$ cat src/rtl/multi_domain_power_controller_pkg.sv
// Shared types and helpers for the multi-domain power-gating controller.
//  pgc_state_t : per-domain sequencer state
//  cnt_width() : width of the per-domain phase/timeout counter
package pgc_pkg;

    typedef enum logic [2:0] {
        OFF     = 3'd0,
        PWR_UP  = 3'd1,
        RESTORE = 3'd2,
        DEISO   = 3'd3,
        ON      = 3'd4,
        ISO     = 3'd5,
        SAVE    = 3'd6,
        PWR_DN  = 3'd7
    } pgc_state_t;

    // Counter must hold the largest of the ramp, isolation and timeout counts.
    function automatic int unsigned cnt_width(input int unsigned ramp,
                                              input int unsigned iso,
                                              input int unsigned timeout);
        int unsigned m;
        m = ramp;
        if (iso > m)     m = iso;
        if (timeout > m) m = timeout;
        return $clog2(m + 1);
    endfunction

endpackage

$ cat src/rtl/multi_domain_power_controller_domain_fsm.sv
// One power domain's isolate/save/switch/restore sequencer.
//  Inputs : clk, rst (async, active-high), power_on_req, power_off_req,
//           ack_from_block, err_clr, grant (inrush-limiter permission)
//  Outputs: isolate_en, save_state, restore_state, power_switch_en,
//           power_on_ack, power_off_ack, domain_on, err_timeout (all registered),
//           up_pend (registered pending power-up request),
//           pwr_up_next_c (next state is PWR_UP, used by the top's busy flop)
module pgc_domain_fsm
    import pgc_pkg::*;
#(
    parameter int unsigned RAMP_CYCLES    = 16,
    parameter int unsigned ISO_CYCLES     = 2,
    parameter int unsigned TIMEOUT_CYCLES = 64
) (
    input  logic clk,
    input  logic rst,
    input  logic power_on_req,
    input  logic power_off_req,
    input  logic ack_from_block,
    input  logic err_clr,
    input  logic grant,
    output logic isolate_en,
    output logic save_state,
    output logic restore_state,
    output logic power_switch_en,
    output logic power_on_ack,
    output logic power_off_ack,
    output logic domain_on,
    output logic err_timeout,
    output logic up_pend,
    output logic pwr_up_next_c
);

    localparam int unsigned CW = cnt_width(RAMP_CYCLES, ISO_CYCLES, TIMEOUT_CYCLES);

    pgc_state_t    state_q, state_d;
    logic [CW-1:0] cnt_q, cnt_d;
    logic          up_pend_q, up_pend_d;
    logic          err_q, err_d;
    logic          iso_q, sw_q, save_q, restore_q, on_q, on_ack_q, off_ack_q;

    // Next-state, counter, pending-request and error-flag logic.
    always_comb begin
        state_d   = state_q;
        up_pend_d = up_pend_q;
        err_d     = err_q & ~err_clr;
        // Saturating count of cycles spent in the current state.
        cnt_d     = (cnt_q == '1) ? cnt_q : cnt_q + CW'(1);

        case (state_q)
            OFF: begin
                if (power_on_req) up_pend_d = 1'b1;
                if (up_pend_q && grant) begin
                    state_d   = PWR_UP;
                    up_pend_d = 1'b0;
                end
            end
            PWR_UP: begin
                if (cnt_q == CW'(RAMP_CYCLES - 1)) state_d = RESTORE;
            end
            RESTORE: begin
                // A timed-out restore still proceeds: the domain is powered.
                if (ack_from_block) begin
                    state_d = DEISO;
                end else if (cnt_q == CW'(TIMEOUT_CYCLES - 1)) begin
                    err_d   = 1'b1;
                    state_d = DEISO;
                end
            end
            DEISO: state_d = ON;
            ON: begin
                if (power_off_req) state_d = ISO;
            end
            ISO: begin
                if (cnt_q == CW'(ISO_CYCLES - 1)) state_d = SAVE;
            end
            SAVE: begin
                // A timed-out save aborts back to ON; the supply stays up.
                if (ack_from_block) begin
                    state_d = PWR_DN;
                end else if (cnt_q == CW'(TIMEOUT_CYCLES - 1)) begin
                    err_d   = 1'b1;
                    state_d = DEISO;
                end
            end
            PWR_DN:  state_d = OFF;
            default: state_d = OFF;
        endcase

        if (state_d != state_q) cnt_d = '0;
    end

    // State and output registers; outputs are decoded from the next state so
    // they line up with the state register.
    always_ff @(posedge clk or posedge rst) begin
        if (rst) begin
            state_q   <= OFF;
            cnt_q     <= '0;
            up_pend_q <= 1'b0;
            err_q     <= 1'b0;
            iso_q     <= 1'b1;
            sw_q      <= 1'b0;
            save_q    <= 1'b0;
            restore_q <= 1'b0;
            on_q      <= 1'b0;
            on_ack_q  <= 1'b0;
            off_ack_q <= 1'b0;
        end else begin
            state_q   <= state_d;
            cnt_q     <= cnt_d;
            up_pend_q <= up_pend_d;
            err_q     <= err_d;
            iso_q     <= (state_d != ON);
            sw_q      <= (state_d != OFF) && (state_d != PWR_DN);
            save_q    <= (state_d == SAVE);
            restore_q <= (state_d == RESTORE);
            on_q      <= (state_d == ON);
            on_ack_q  <= (state_d == ON) && (state_q != ON);
            off_ack_q <= (state_d == OFF) && (state_q == PWR_DN);
        end
    end

    assign isolate_en      = iso_q;
    assign power_switch_en = sw_q;
    assign save_state      = save_q;
    assign restore_state   = restore_q;
    assign domain_on       = on_q;
    assign power_on_ack    = on_ack_q;
    assign power_off_ack   = off_ack_q;
    assign err_timeout     = err_q;
    assign up_pend         = up_pend_q;
    assign pwr_up_next_c   = (state_d == PWR_UP);

endmodule

$ cat src/rtl/multi_domain_power_controller.sv
// Power-gating sequencer for NUM_DOMAINS independently switchable domains with
// a shared inrush limiter (one domain ramping at a time, index 0 highest).
//  Inputs : clk, rst (async, active-high), power_on_req[N], power_off_req[N],
//           ack_from_block[N], err_clr[N]
//  Outputs: isolate_en[N], save_state[N], restore_state[N], power_switch_en[N],
//           power_on_ack[N], power_off_ack[N], domain_on[N], err_timeout[N],
//           ramp_busy
module multi_domain_power_controller
    import pgc_pkg::*;
#(
    parameter int unsigned NUM_DOMAINS    = 4,
    parameter int unsigned RAMP_CYCLES    = 16,
    parameter int unsigned ISO_CYCLES     = 2,
    parameter int unsigned TIMEOUT_CYCLES = 64
) (
    input  logic                   clk,
    input  logic                   rst,
    input  logic [NUM_DOMAINS-1:0] power_on_req,
    input  logic [NUM_DOMAINS-1:0] power_off_req,
    input  logic [NUM_DOMAINS-1:0] ack_from_block,
    input  logic [NUM_DOMAINS-1:0] err_clr,
    output logic [NUM_DOMAINS-1:0] isolate_en,
    output logic [NUM_DOMAINS-1:0] save_state,
    output logic [NUM_DOMAINS-1:0] restore_state,
    output logic [NUM_DOMAINS-1:0] power_switch_en,
    output logic [NUM_DOMAINS-1:0] power_on_ack,
    output logic [NUM_DOMAINS-1:0] power_off_ack,
    output logic [NUM_DOMAINS-1:0] domain_on,
    output logic [NUM_DOMAINS-1:0] err_timeout,
    output logic                   ramp_busy
);

    logic [NUM_DOMAINS-1:0] up_pend;
    logic [NUM_DOMAINS-1:0] pwr_up_next_c;
    logic [NUM_DOMAINS-1:0] grant_c;
    logic                   ramp_busy_q, ramp_busy_d;
    logic                   lower_pend;

    // Fixed-priority grant; ramp_busy_q is exactly "some domain is in PWR_UP".
    always_comb begin
        grant_c    = '0;
        lower_pend = 1'b0;
        for (int i = 0; i < int'(NUM_DOMAINS); i++) begin
            grant_c[i] = up_pend[i] & ~ramp_busy_q & ~lower_pend;
            lower_pend = lower_pend | up_pend[i];
        end
        ramp_busy_d = |pwr_up_next_c;
    end

    always_ff @(posedge clk or posedge rst) begin
        if (rst) ramp_busy_q <= 1'b0;
        else     ramp_busy_q <= ramp_busy_d;
    end

    assign ramp_busy = ramp_busy_q;

    for (genvar g = 0; g < int'(NUM_DOMAINS); g++) begin : g_dom
        pgc_domain_fsm #(
            .RAMP_CYCLES    (RAMP_CYCLES),
            .ISO_CYCLES     (ISO_CYCLES),
            .TIMEOUT_CYCLES (TIMEOUT_CYCLES)
        ) u_fsm (
            .clk             (clk),
            .rst             (rst),
            .power_on_req    (power_on_req[g]),
            .power_off_req   (power_off_req[g]),
            .ack_from_block  (ack_from_block[g]),
            .err_clr         (err_clr[g]),
            .grant           (grant_c[g]),
            .isolate_en      (isolate_en[g]),
            .save_state      (save_state[g]),
            .restore_state   (restore_state[g]),
            .power_switch_en (power_switch_en[g]),
            .power_on_ack    (power_on_ack[g]),
            .power_off_ack   (power_off_ack[g]),
            .domain_on       (domain_on[g]),
            .err_timeout     (err_timeout[g]),
            .up_pend         (up_pend[g]),
            .pwr_up_next_c   (pwr_up_next_c[g])
        );
    end

endmodule

$ cat config.mk
export PLATFORM = sky130hd
export DESIGN_NAME = multi_domain_power_controller
export DESIGN_NICKNAME = d
export VERILOG_FILES = /design/src/rtl/multi_domain_power_controller_pkg.sv /design/src/rtl/multi_domain_power_controller_domain_fsm.sv /design/src/rtl/multi_domain_power_controller.sv
export SDC_FILE = /design/constraint.sdc
export NUM_CORES = 1
export LEC_CHECK = 0
export ABC_AREA = 0
export ABC_CLOCK_PERIOD_IN_PS = 6900
export CORE_ASPECT_RATIO = 0.6
export CORE_MARGIN = 3
export CORE_UTILIZATION = 55
export DETAILED_ROUTE_END_ITERATION = 16
export PLACE_DENSITY_LB_ADDON = 0.2
export SLEW_MARGIN = 15
export SYNTH_ARGS = -nofsm -noshare
export SYNTH_HDL_FRONTEND = slang
export SYNTH_SLANG_ARGS = --single-unit
$ cat constraint.sdc
create_clock -name clk -period 6.9 [get_ports clk]
set_clock_uncertainty 0.2 [all_clocks]
set_input_delay 1.725 -clock clk [delete_from_list [all_inputs] [get_ports clk]]
set_output_delay 1.725 -clock clk [all_outputs]
set_load 0.01 [all_outputs]
run_1/power_grid.png
Bar = 20 um. Pins as bars on the die edge.
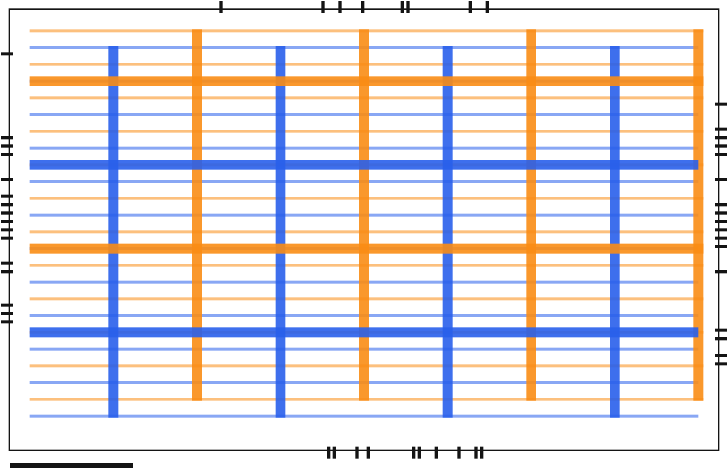
Key: VSS = blue; VDD = orange
24 met1 rails follow the rows. 51 signal pins sit on the boundary. 4 straps on met5.

run_1/placement_by_type.png
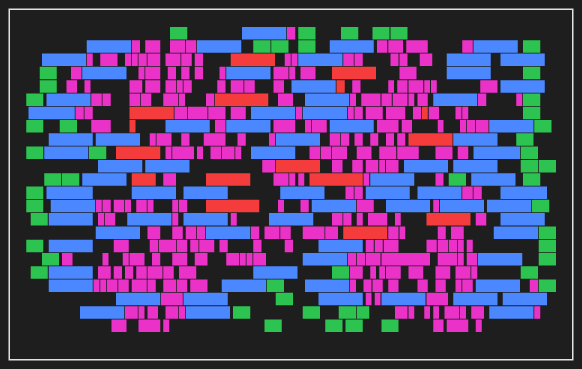
Key: clock drivers and dummy loads = red [cells 16]; combinational and other logic = magenta [cells 264]; other buffers and delay cells = green [cells 51]; flops = blue [cells 77]
Core Footprint: 0.006792 sq mm
proportion of cell area occupied by registers: 42.26%
Row Count: 23
Final Util: 67.32%
cell area after layout: 0.004572 sq mm

==> reports/metrics.yaml, run 1 <==
netlist.top_cell.by_instances: "dfrtp_1"
layout.area.seq_sq_mm: 0.001932
power_switching_share_pct: 34.74
synth_stat.cells: 387
period_needed_ns: 3.404
grt_pass1_wl_um: 12630
synth_async_sr_flop_share_pct: 100.0
synth-adder-area-share_pct: 2.554
met1Wirelength_um: 3850
routedWlPerCell_um: 14.98
complex_gate_fraction_of_the_synthesized_area_pct: 15.58
vias_per_cell: 5.661
dominant_cells: "registers"
top_cells_by_count: "73 x dfrtp_1, 38 x nor2_1, 34 x buf_4, 21 x inv_1, 20 x a21oi_1"
simple_gate_area_share_pct: 19.89
final_common_cell: "dfrtp_1"
grt_start_max_net_pins: 47
final_cells: 495
worst_setup_hold_path_clk_slew_ns: 0.06
drv_slew: 0
timing.slew.headroom_pct: 57.67
drtAntennaViolNets: 0
postCtsSetupBuffers: 0
post-synth-top-area-fraction_pct: 46.62
cp_num_buf_inv: 2
antenna_violations_before_repair: 0
cp_max_fo: 5
comb_area_share_pct: 34.95
non_clock_inverter_count: 22
setup-violations-final: 0
yosys.stat.seqShare_pct: 49.30
dominant_flop_cell: "dfrtp_1"
comb-power_mw: 0.631
setup_ws_ns: 3.496
cellLeakagePower_nw: 2.016
setup_slack_placement_ns: 3.163
mux_area_share_pct: 0.2874
combPwrFrac_pct: 32.8
synth.cell_area_sq_mm: 0.003919
most_common_cell_on_crit_path: "o31a_1"
dr_total_vias: 2802
worstSetupPathDepth: 7
num_antenna_cells: 0
syn_to_final_growth_pct: 16.67
yosys.area_share.xor_xnor_pct: 2.458
min-delay-path-class: "register to register"
cts_tree: "yes"
final_layout_size_suffix_gt1_share_pct: 7.598
rsz0062_at_grt: "no"
r2r_setup_slack_ns: 4.60
tritoncts_num_sinks: 77
clock_root_buffer_master: "clkbuf_16"
hpwlAfterDp_um: 5125
critical_path_end: "g_dom[3].u_fsm.power_switch_en"
detailroute.wirelength.met2_um: 3076
clockNetworkAreaShare_pct: 7.471
p_seq_share_pct: 39.5
dr_wl_met3_um: 409
finalSetupTns_ns: 0
num-clock-buffers: 12
critPathMaxStageDelay_ns: 0.48
cts-hold-fix-buffers: 0
avgSynthCellArea_sq_um: 10.13
synth_warnings: 0
die_width_um: 115.0
peakVddDrop_mv: 0.2489
critical_path.slowest_cell: "clkdlybuf4s50_1"
floorplan.core_util_pct: 57.70
cp_top_delay_family: "buffers and inverters"
sequentialPower_mw: 0.760
worst_ep_required_time_ns: 6.91
postSynthNetCount: 413
globalRouteTotalUtil_pct: 19.30
final_layout_top_logic_cells: "73 x dfrtp_1, 50 x clkdlybuf4s50_1, 38 x nor2_1, 20 x inv_1, 20 x a21oi_1"
timing.hold.worst.start: "g_dom[1].u_fsm.up_pend"
sum_of_routed_wire_length_over_all_layers_um: 7416
yosys.area.top_type: "dfrtp_1"
timing.fmax_mhz: 293.8
fillerInstances: 533
flops_out_of_synthesis: 77
crit-reg2reg-capture: "g_dom[3].u_fsm.power_switch_en"
area_after_detailed_placement_sq_mm: 0.004230
tightest_slew_ns: 0.6340
warnings: 30
gpl.final_weighted_congestion: 0.8468
hold_ws_ns: 0.3010
n_sequential_cell: 77
tritoncts.num_buffers: 9
final_nets: 429
placement.io_buffers: 50
hold_depth: 1
enable_flop_cells: 0
drt_iter0_markers: 176
cts_repair_resize_count: 0
signal_buffer_area_fraction_pct: 11.11
grt_overflow: 0
htree_levels: 3
clock.latency.late_pin_ns: 0.32
cp_data_arrival_time_ns: 3.41
length_of_the_first_detailed_routing_pass_in_iterations: 4
result_of_the_run: "complete, no violations"
logic_gate_count: 242
startpoint_of_the_worst_setup_timing_path: "ack_from_block[3]"
final_count_of_hold_timing_violations: 0
post_synth_main_area_contributors: "dfrtp_1 47%, buf_4 6.5%, nor2_1 3.6%, a211oi_1 2.7%, dfstp_2 2.7%"
ratio_of_total_power_to_cell_area_mw_per_mm2: 420.6
top_signal_layer_used: "met4"
fp.dieArea_sq_mm: 0.008207
ws_path_type: "input port to register"
drt_drc_violations_left: 0
synth.logic.top_family: "simple AND/OR/NAND/NOR gates"
power.largest_group: "registers"
rr_startpoint: "g_dom[3].u_fsm.cnt_q[0]"
die_height_um: 71.39
cap_viol_max_count: 0
synthDistinctLibCells: 65
taps: 87
critical_path.endpoint_type: "register"
run_1/clk_routes.png
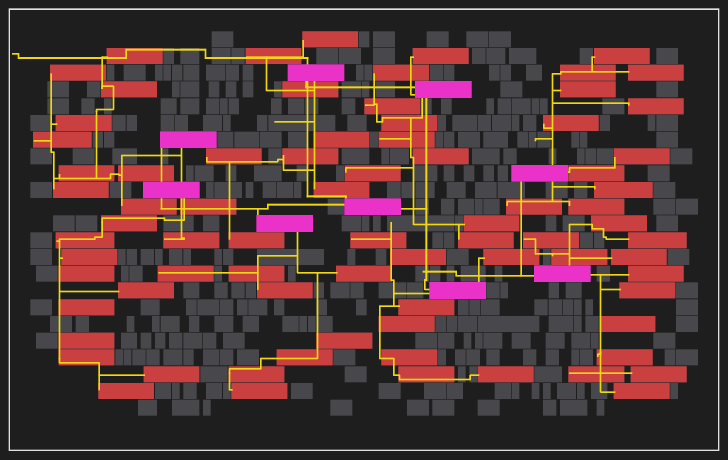
Key: flip-flops = red [count 77]; clock wires = yellow [length 892 um]; clock drivers = magenta [count 9]
There are 10 routed clock nets.
clock network power: 0.531 mW
clock network fraction of total power: 27.6%

run_1/wires.png
Bar = 20 um.
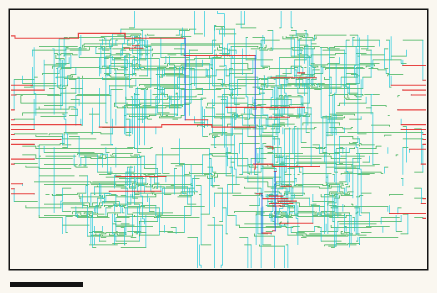
Key: metal 3 = red [wire length 410 um]; metal 1 = green [wire length 3850 um]; metal 4 = blue [wire length 79.6 um]; metal 2 = cyan [wire length 3080 um]

-- run 1: metal layers --
metal	up-vias	GRT usage (%)
met2	77	27.69
li1	1396	-
met4	0	4.948
met5	-	0
met3	9	5.823
met1	1320	28.76
-- run 1: flip-flops by register name (all words and copies together), names as in the netlist --
signal and count:
g_dom.u_fsm.state_q 12, g_dom.u_fsm.err_timeout 4, g_dom.u_fsm.save_state 4, g_dom.u_fsm.power_switch_en 4, g_dom.u_fsm.restore_state 4, ramp_busy 1, g_dom.u_fsm.power_off_ack 4, g_dom.u_fsm.domain_on 4
g_dom.u_fsm.power_on_ack 4, g_dom.u_fsm.up_pend 4, g_dom.u_fsm.cnt_q 28, g_dom.u_fsm.isolate_en 4
==> inputs of run 2 (changes only) <==
--- a/config.mk
+++ b/config.mk
@@ -6,10 +6,10 @@
 export NUM_CORES = 1
 export LEC_CHECK = 0
 export ABC_AREA = 0
-export ABC_CLOCK_PERIOD_IN_PS = 6900
+export ABC_CLOCK_PERIOD_IN_PS = 3100
 export CORE_ASPECT_RATIO = 0.6
 export CORE_MARGIN = 3
-export CORE_UTILIZATION = 55
+export CORE_UTILIZATION = 50
 export DETAILED_ROUTE_END_ITERATION = 16
 export PLACE_DENSITY_LB_ADDON = 0.2
 export SLEW_MARGIN = 15
==> constraint.sdc (replaced) <==
create_clock -name clk -period 3.1 [get_ports clk]
set_clock_uncertainty 0.2 [all_clocks]
set_input_delay 0.775 -clock clk [delete_from_list [all_inputs] [get_ports clk]]
set_output_delay 0.775 -clock clk [all_outputs]
set_load 0.01 [all_outputs]
==> reports/metrics.yaml, run 2 <==
floorplan.core_area_sq_mm: 0.007417
final_count_of_hold_timing_violations: 0
layout.area.seq_sq_mm: 0.001932
drv_slew: 0
timing.slew.headroom_pct: 62.68
setup_ws_ns: 0.6750
setup_slack_placement_ns: 0.3397
most_common_cell_on_crit_path: "o31a_1"
ws_path_type: "input port to register"
layout.cell_area.non_filler_sq_mm: 0.004568
mux_area_share_pct: 0.2874
cts_tree: "yes"
top_cells_by_count: "73 x dfrtp_1, 38 x nor2_1, 34 x buf_4, 21 x inv_1, 20 x a21oi_1"
worst_ep_required_time_ns: 3.11
dominant_cells: "registers"
setup-violations-final: 0
final_common_cell: "dfrtp_1"
dominant_flop_cell: "dfrtp_1"
globalRoute.busiestLayer: "met1"
rr_startpoint: "g_dom[2].u_fsm.cnt_q[0]"
groute.layer.met3.usage_pct: 6.079
avgSynthCellArea_sq_um: 10.13
grt.met1_usage_pct: 26.41
taps: 104
postSynthNetCount: 413
synth.cell_area_sq_mm: 0.003919
n_sequential_cell: 77
post_synth_main_area_contributors: "dfrtp_1 47%, buf_4 6.5%, nor2_1 3.6%, a211oi_1 2.7%, dfstp_2 2.7%"
length_of_the_first_detailed_routing_pass_in_iterations: 4
worst_setup_hold_path_clk_slew_ns: 0.05
drt_iter0_markers: 200
synth_warnings: 0
flops_out_of_synthesis: 77
final_layout_top_logic_cells: "73 x dfrtp_1, 50 x clkdlybuf4s50_1, 38 x nor2_1, 20 x inv_1, 20 x a21oi_1"
result_of_the_run: "complete, no violations"
synth_stat.cells: 387
yosys.area_share.xor_xnor_pct: 2.458
simple_gate_area_share_pct: 19.89
cts-hold-fix-buffers: 0
finalSetupTns_ns: 0
critPathMaxStageDelay_ns: 0.48
clock_root_buffer_master: "clkbuf_16"
clock.latency.late_pin_ns: 0.33
drt_drc_violations_left: 0
drtAntennaViolNets: 0
final_core_utilization_pct: 61.59
hold_ws_ns: 0.2965
detailroute.wirelength.met2_um: 3260
yosys.stat.seqShare_pct: 49.30
critical_path.endpoint_type: "register"
tritoncts_num_sinks: 77
non_clock_inverter_count: 22
synth.logic.top_family: "simple AND/OR/NAND/NOR gates"
final_cells: 514
grt_start_max_net_pins: 33
tightest_slew_ns: 0.5539
startpoint_of_the_worst_setup_timing_path: "ack_from_block[3]"
timing.hold.worst.start: "g_dom[2].u_fsm.err_timeout"
logic_gate_count: 242
cp_data_arrival_time_ns: 2.44
dr_wl_met3_um: 508
seqAreaFraction_pct: 42.29
ratio_of_total_power_to_cell_area_mw_per_mm2: 900.7
period_needed_ns: 2.425
num-clock-buffers: 14
hold_depth: 1
netlist.top_cell.by_instances: "dfrtp_1"
fp.dieArea_sq_mm: 0.008971
gpl.final_weighted_congestion: 0.8643
comb_area_share_pct: 34.98
num_antenna_cells: 0
tritoncts.num_buffers: 9
area_after_detailed_placement_sq_mm: 0.004279
cap_viol_max_count: 0
antenna_violations_before_repair: 0
final_nets: 431
reg.largest.list: "g_dom.u_fsm.cnt_q (28), g_dom.u_fsm.state_q (12)"
cp_max_fo: 5
critical_path_end: "g_dom[3].u_fsm.power_switch_en"
critical_path.slowest_cell: "clkdlybuf4s50_1"
hpwlAfterDp_um: 5446
post-synth-top-area-fraction_pct: 46.62
htree_levels: 3
vias_per_cell: 5.516
yosys.area.top_type: "dfrtp_1"
floorplan.core_util_pct: 52.83
fillerInstances: 613
synth_async_sr_flop_share_pct: 100.0
syn_to_final_growth_pct: 16.57
grt_pass1_wl_um: 12670
signal_buffer_area_fraction_pct: 11.72
synth-adder-area-share_pct: 2.554
largest_register_ff_count: 28
min-delay-path-class: "register to register"
enable_flop_cells: 0
synthDistinctLibCells: 65
met1Wirelength_um: 3846
clockNetworkAreaShare_pct: 6.327
postCtsSetupBuffers: 0
==> run 2: cell types whose count changed in the layout (fill, tap and decap cells not counted), sizes merged <==
cell / change
bufinv: -2
clkbuf: +2
buf: +2
==> run 2: worst max-delay path: cells and delay by family <==
family                 cells  cell delay, ns
AND-OR/OR-AND              2            0.41
multiplexers               1            0.31
AND/OR/NAND/NOR            2            0.40
buffers and inverters      2            0.55
==> run 2: where the power goes <==
part	switching, mW	internal (mW)	total [mW]	leakage (nW)
clock network	0.372	0.645	1.02	0.141
registers	0.390	1.32	1.71	0.979
logic	0.721	0.668	1.39	0.884
run_2/wires.png
Bar = 20 um.
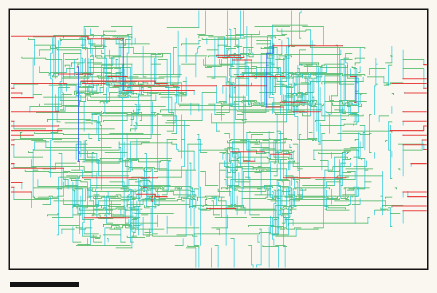
Key: metal 2 = cyan [wire length 3260 um]; metal 3 = red [wire length 508 um]; metal 4 = blue [wire length 69.2 um]; metal 1 = green [wire length 3850 um]
DR vias: 2835
routed wirelength normalized by instance count: 14.95 um
sum of routed wire length over all layers: 7684 um

run_2/power_grid.png
Bar = 20 um. Pins as bars on the die edge.
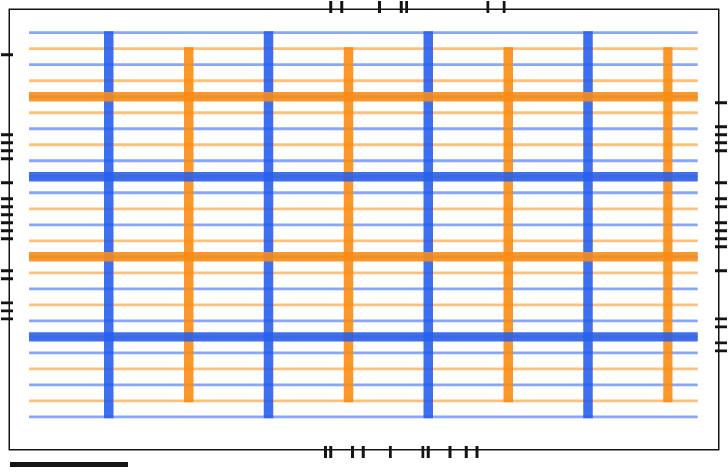
Key: VDD = orange; VSS = blue
51 signal pins sit on the boundary. 8 straps on met4. 4 straps on met5. 25 met1 rails follow the rows. The core has 24 rows.
Chip Width: 120.3 um
maximum VDD drop: 0.3941 mV
die extent in y: 74.58 um

run_2/placement_by_type.png
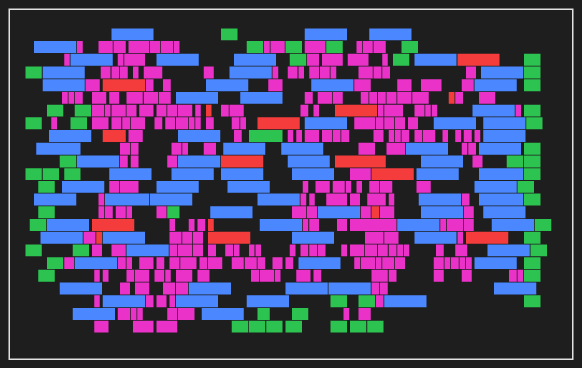
Key: clock drivers and dummy loads = red [cells 16]; flops = blue [cells 77]; combinational and other logic = magenta [cells 264]; other buffers and delay cells = green [cells 53]

==> inputs of run 3 (changes only) <==
--- a/config.mk
+++ b/config.mk
@@ -6,10 +6,10 @@
 export NUM_CORES = 1
 export LEC_CHECK = 0
 export ABC_AREA = 0
-export ABC_CLOCK_PERIOD_IN_PS = 3100
+export ABC_CLOCK_PERIOD_IN_PS = 2300
 export CORE_ASPECT_RATIO = 0.6
 export CORE_MARGIN = 3
-export CORE_UTILIZATION = 50
+export CORE_UTILIZATION = 55
 export DETAILED_ROUTE_END_ITERATION = 16
 export PLACE_DENSITY_LB_ADDON = 0.2
 export SLEW_MARGIN = 15
==> constraint.sdc (replaced) <==
create_clock -name clk -period 2.3 [get_ports clk]
set_clock_uncertainty 0.2 [all_clocks]
set_input_delay 0.575 -clock clk [delete_from_list [all_inputs] [get_ports clk]]
set_output_delay 0.575 -clock clk [all_outputs]
set_load 0.01 [all_outputs]
==> reports/metrics.yaml, run 3 <==
setup_ws_ns: 0.08481
cellLeakagePower_nw: 2.076
warnings: 30
drtAntennaViolNets: 0
die_height_um: 71.39
timing.fmax_mhz: 451.4
boundaryPins: 51
placement.io_buffers: 50
dr_wl_met3_um: 520
sequentialPower_mw: 2.25
hold_ws_ns: 0.3017
final_cells: 512
cp_data_arrival_time_ns: 2.23
cp_max_fo: 2
flops_out_of_synthesis: 77
grt_pass1_wl_um: 13430
cts_tree: "yes"
grt_overflow: 0
combPwrFrac_pct: 37.5
syn_inst: 387
synthDistinctLibCells: 65
power.clock.fraction_pct: 24.0
num_antenna_cells: 0
syn_to_final_growth_pct: 20.21
setup-violations-final: 0
yosys.area.top_type: "dfrtp_1"
antenna_violations_before_repair: 0
largest_register_ff_count: 28
met1Wirelength_um: 3945
final_layout_top_logic_cells: "72 x dfrtp_1, 50 x clkdlybuf4s50_1, 38 x nor2_1, 20 x inv_1, 20 x a21oi_1"
clock.latency.late_pin_ns: 0.33
enable_flop_cells: 0
peakVddDrop_mv: 0.5584
p_seq_share_pct: 38.6
most_common_cell_on_crit_path: "o31a_1"
die_width_um: 115.0
post-synth-top-area-fraction_pct: 46.62
max_flop_register: "g_dom.u_fsm.cnt_q"
worstSetupPathDepth: 7
groute.layer.met3.usage_pct: 9.198
cap_viol_max_count: 0
use_met2_pct: 29.62
synth_stat.cells: 387
tritoncts.num_buffers: 9
drt_iter0_markers: 203
synth_warnings: 0
power_switching_share_pct: 35.74
final_nets: 446
dominant_flop_cell: "dfrtp_1"
drv_slew: 0
top_cells_by_count: "73 x dfrtp_1, 38 x nor2_1, 34 x buf_4, 21 x inv_1, 20 x a21oi_1"
cts-hold-fix-buffers: 0
min-delay-path-class: "register to register"
rows: 23
netlist.top_cell.by_instances: "dfrtp_1"
critPathMaxStageDelay_ns: 0.50
floorplan.core_area_sq_mm: 0.006792
crit-reg2reg-capture: "g_dom[3].u_fsm.power_switch_en"
ratio_of_total_power_to_cell_area_mw_per_mm2: 1238
htree_levels: 3
detailroute.wirelength.met2_um: 3409
globalRoute.busiestLayer: "met2"
internal_power_mw: 3.747
clk-power_mw: 1.40
timing.hold.worst.start: "g_dom[2].u_fsm.err_timeout"
drt_drc_violations_left: 0
top_signal_layer_used: "met4"
avgSynthCellArea_sq_um: 10.13
area_after_detailed_placement_sq_mm: 0.004379
postSynthNetCount: 413
startpoint_of_the_worst_setup_timing_path: "ack_from_block[3]"
fillerInstances: 529
grt.met1_usage_pct: 29.51
synth_async_sr_flop_share_pct: 100.0
whs_endpoint: "g_dom[2].u_fsm.err_timeout"
grt_start_max_net_pins: 36
final_layout_size_suffix_gt1_share_pct: 12.71
critical_path.endpoint_type: "register"
critical_path.slowest_cell: "clkdlybuf4s50_1"
worst_ep_required_time_ns: 2.32
total_switching_power_mw: 2.084
tritoncts_num_sinks: 77
floorplan.core_util_pct: 57.70
rsz0062_at_grt: "no"
vias_per_cell: 5.672
finalSetupTns_ns: 0
setup_slack_placement_ns: -0.2399
routedWlPerCell_um: 15.45
cp_top_delay_family: "buffers and inverters"
final_common_cell: "dfrtp_1"
worst_setup_hold_path_clk_slew_ns: 0.06
final_count_of_hold_timing_violations: 0
cp_num_buf_inv: 2
tightest_slew_ns: 0.4165
fp.dieArea_sq_mm: 0.008207
result_of_the_run: "complete, no violations"
rr_startpoint: "g_dom[3].u_fsm.cnt_q[1]"
hold_depth: 1
dr_total_vias: 2904
power.largest_group: "registers"
ws_path_type: "input port to register"
length_of_the_first_detailed_routing_pass_in_iterations: 4
critical_path_end: "g_dom[3].u_fsm.power_switch_en"
comb-power_mw: 2.18
gpl.final_weighted_congestion: 0.8078
timing.slew.headroom_pct: 71.94
synth.cell_area_sq_mm: 0.003919
post_synth_main_area_contributors: "dfrtp_1 47%, buf_4 6.5%, nor2_1 3.6%, a211oi_1 2.7%, dfstp_2 2.7%"
period_needed_ns: 2.215
r2r_setup_slack_ns: 0.11
sum_of_routed_wire_length_over_all_layers_um: 7908
hpwlAfterDp_um: 5473
globalRouteTotalUtil_pct: 20.87
yosys.stat.seqShare_pct: 49.30
clock_root_buffer_master: "clkbuf_16"
reg.largest.list: "g_dom.u_fsm.cnt_q (28), g_dom.u_fsm.state_q (12)"
-- run 3: timing repair --
action | CTS | global route
setup endpoints to repair | 0 | 15
resized | 0 | 8
buffers inserted | 0 | 1
-- run 3: cells by family (layout without fill, tap and decap cells) --
logic type,after synthesis,after routing,share of synthesized area (%)
buf+inv,68,106,9.929
compound gates,84,84,15.58
mux,1,1,0.2873
fa+ha+maj,8,8,2.554
simple gates,138,138,19.89
xor+xnor,11,11,2.459
flops,77,77,49.30
-- run 3: cell type report --
cell class | instances | area (sq um) | area share [%]
timing repair buffer | 68 | 660.6 | 14.02
clock inverter | 4 | 47.55 | 1.009
sequential | 77 | 1933 | 41.04
multi-input combinational | 242 | 1627 | 34.53
tap | 87 | 108.9 | 2.311
inverter | 22 | 87.58 | 1.859
clock buffer | 12 | 246.5 | 5.232
run_3/power_grid.png
Bar = 20 um. Pins as bars on the die edge.
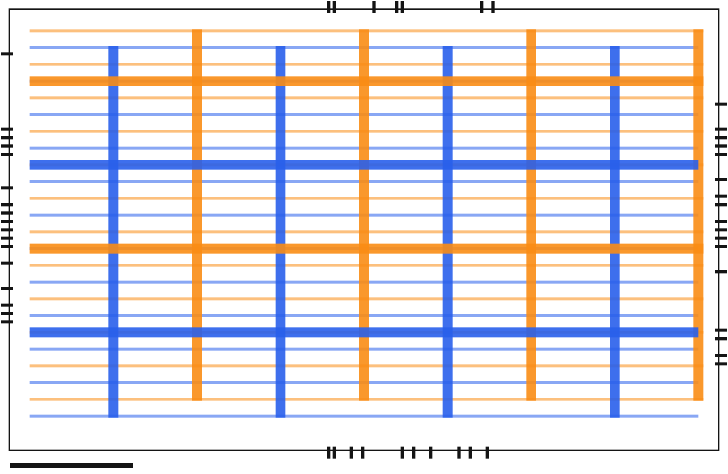
Key: VSS = blue; VDD = orange
8 straps on met4. 24 met1 rails follow the rows.

run_3/wires.png
Bar = 20 um.
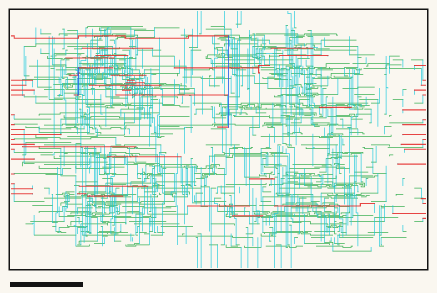
Key: metal 4 = blue [wire length 32.6 um]; metal 3 = red [wire length 520 um]; metal 2 = cyan [wire length 3410 um]; metal 1 = green [wire length 3950 um]

run_3/placement_by_type.png
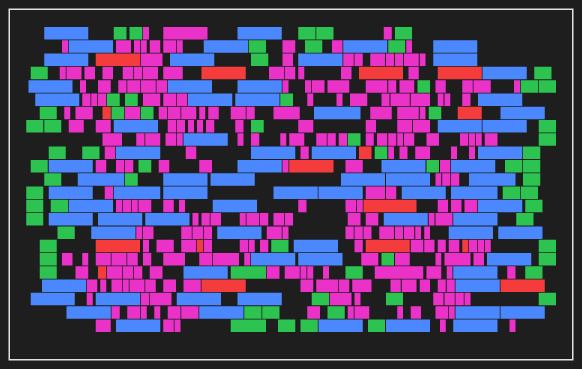
Key: flops = blue [cells 77]; other buffers and delay cells = green [cells 68]; combinational and other logic = magenta [cells 264]; clock drivers and dummy loads = red [cells 16]
proportion of cell area occupied by registers: 41.04%
Final Util: 69.36%
cell area after layout: 0.004711 sq mm

No activity file was given, so power comes from the tool's default toggle rates.
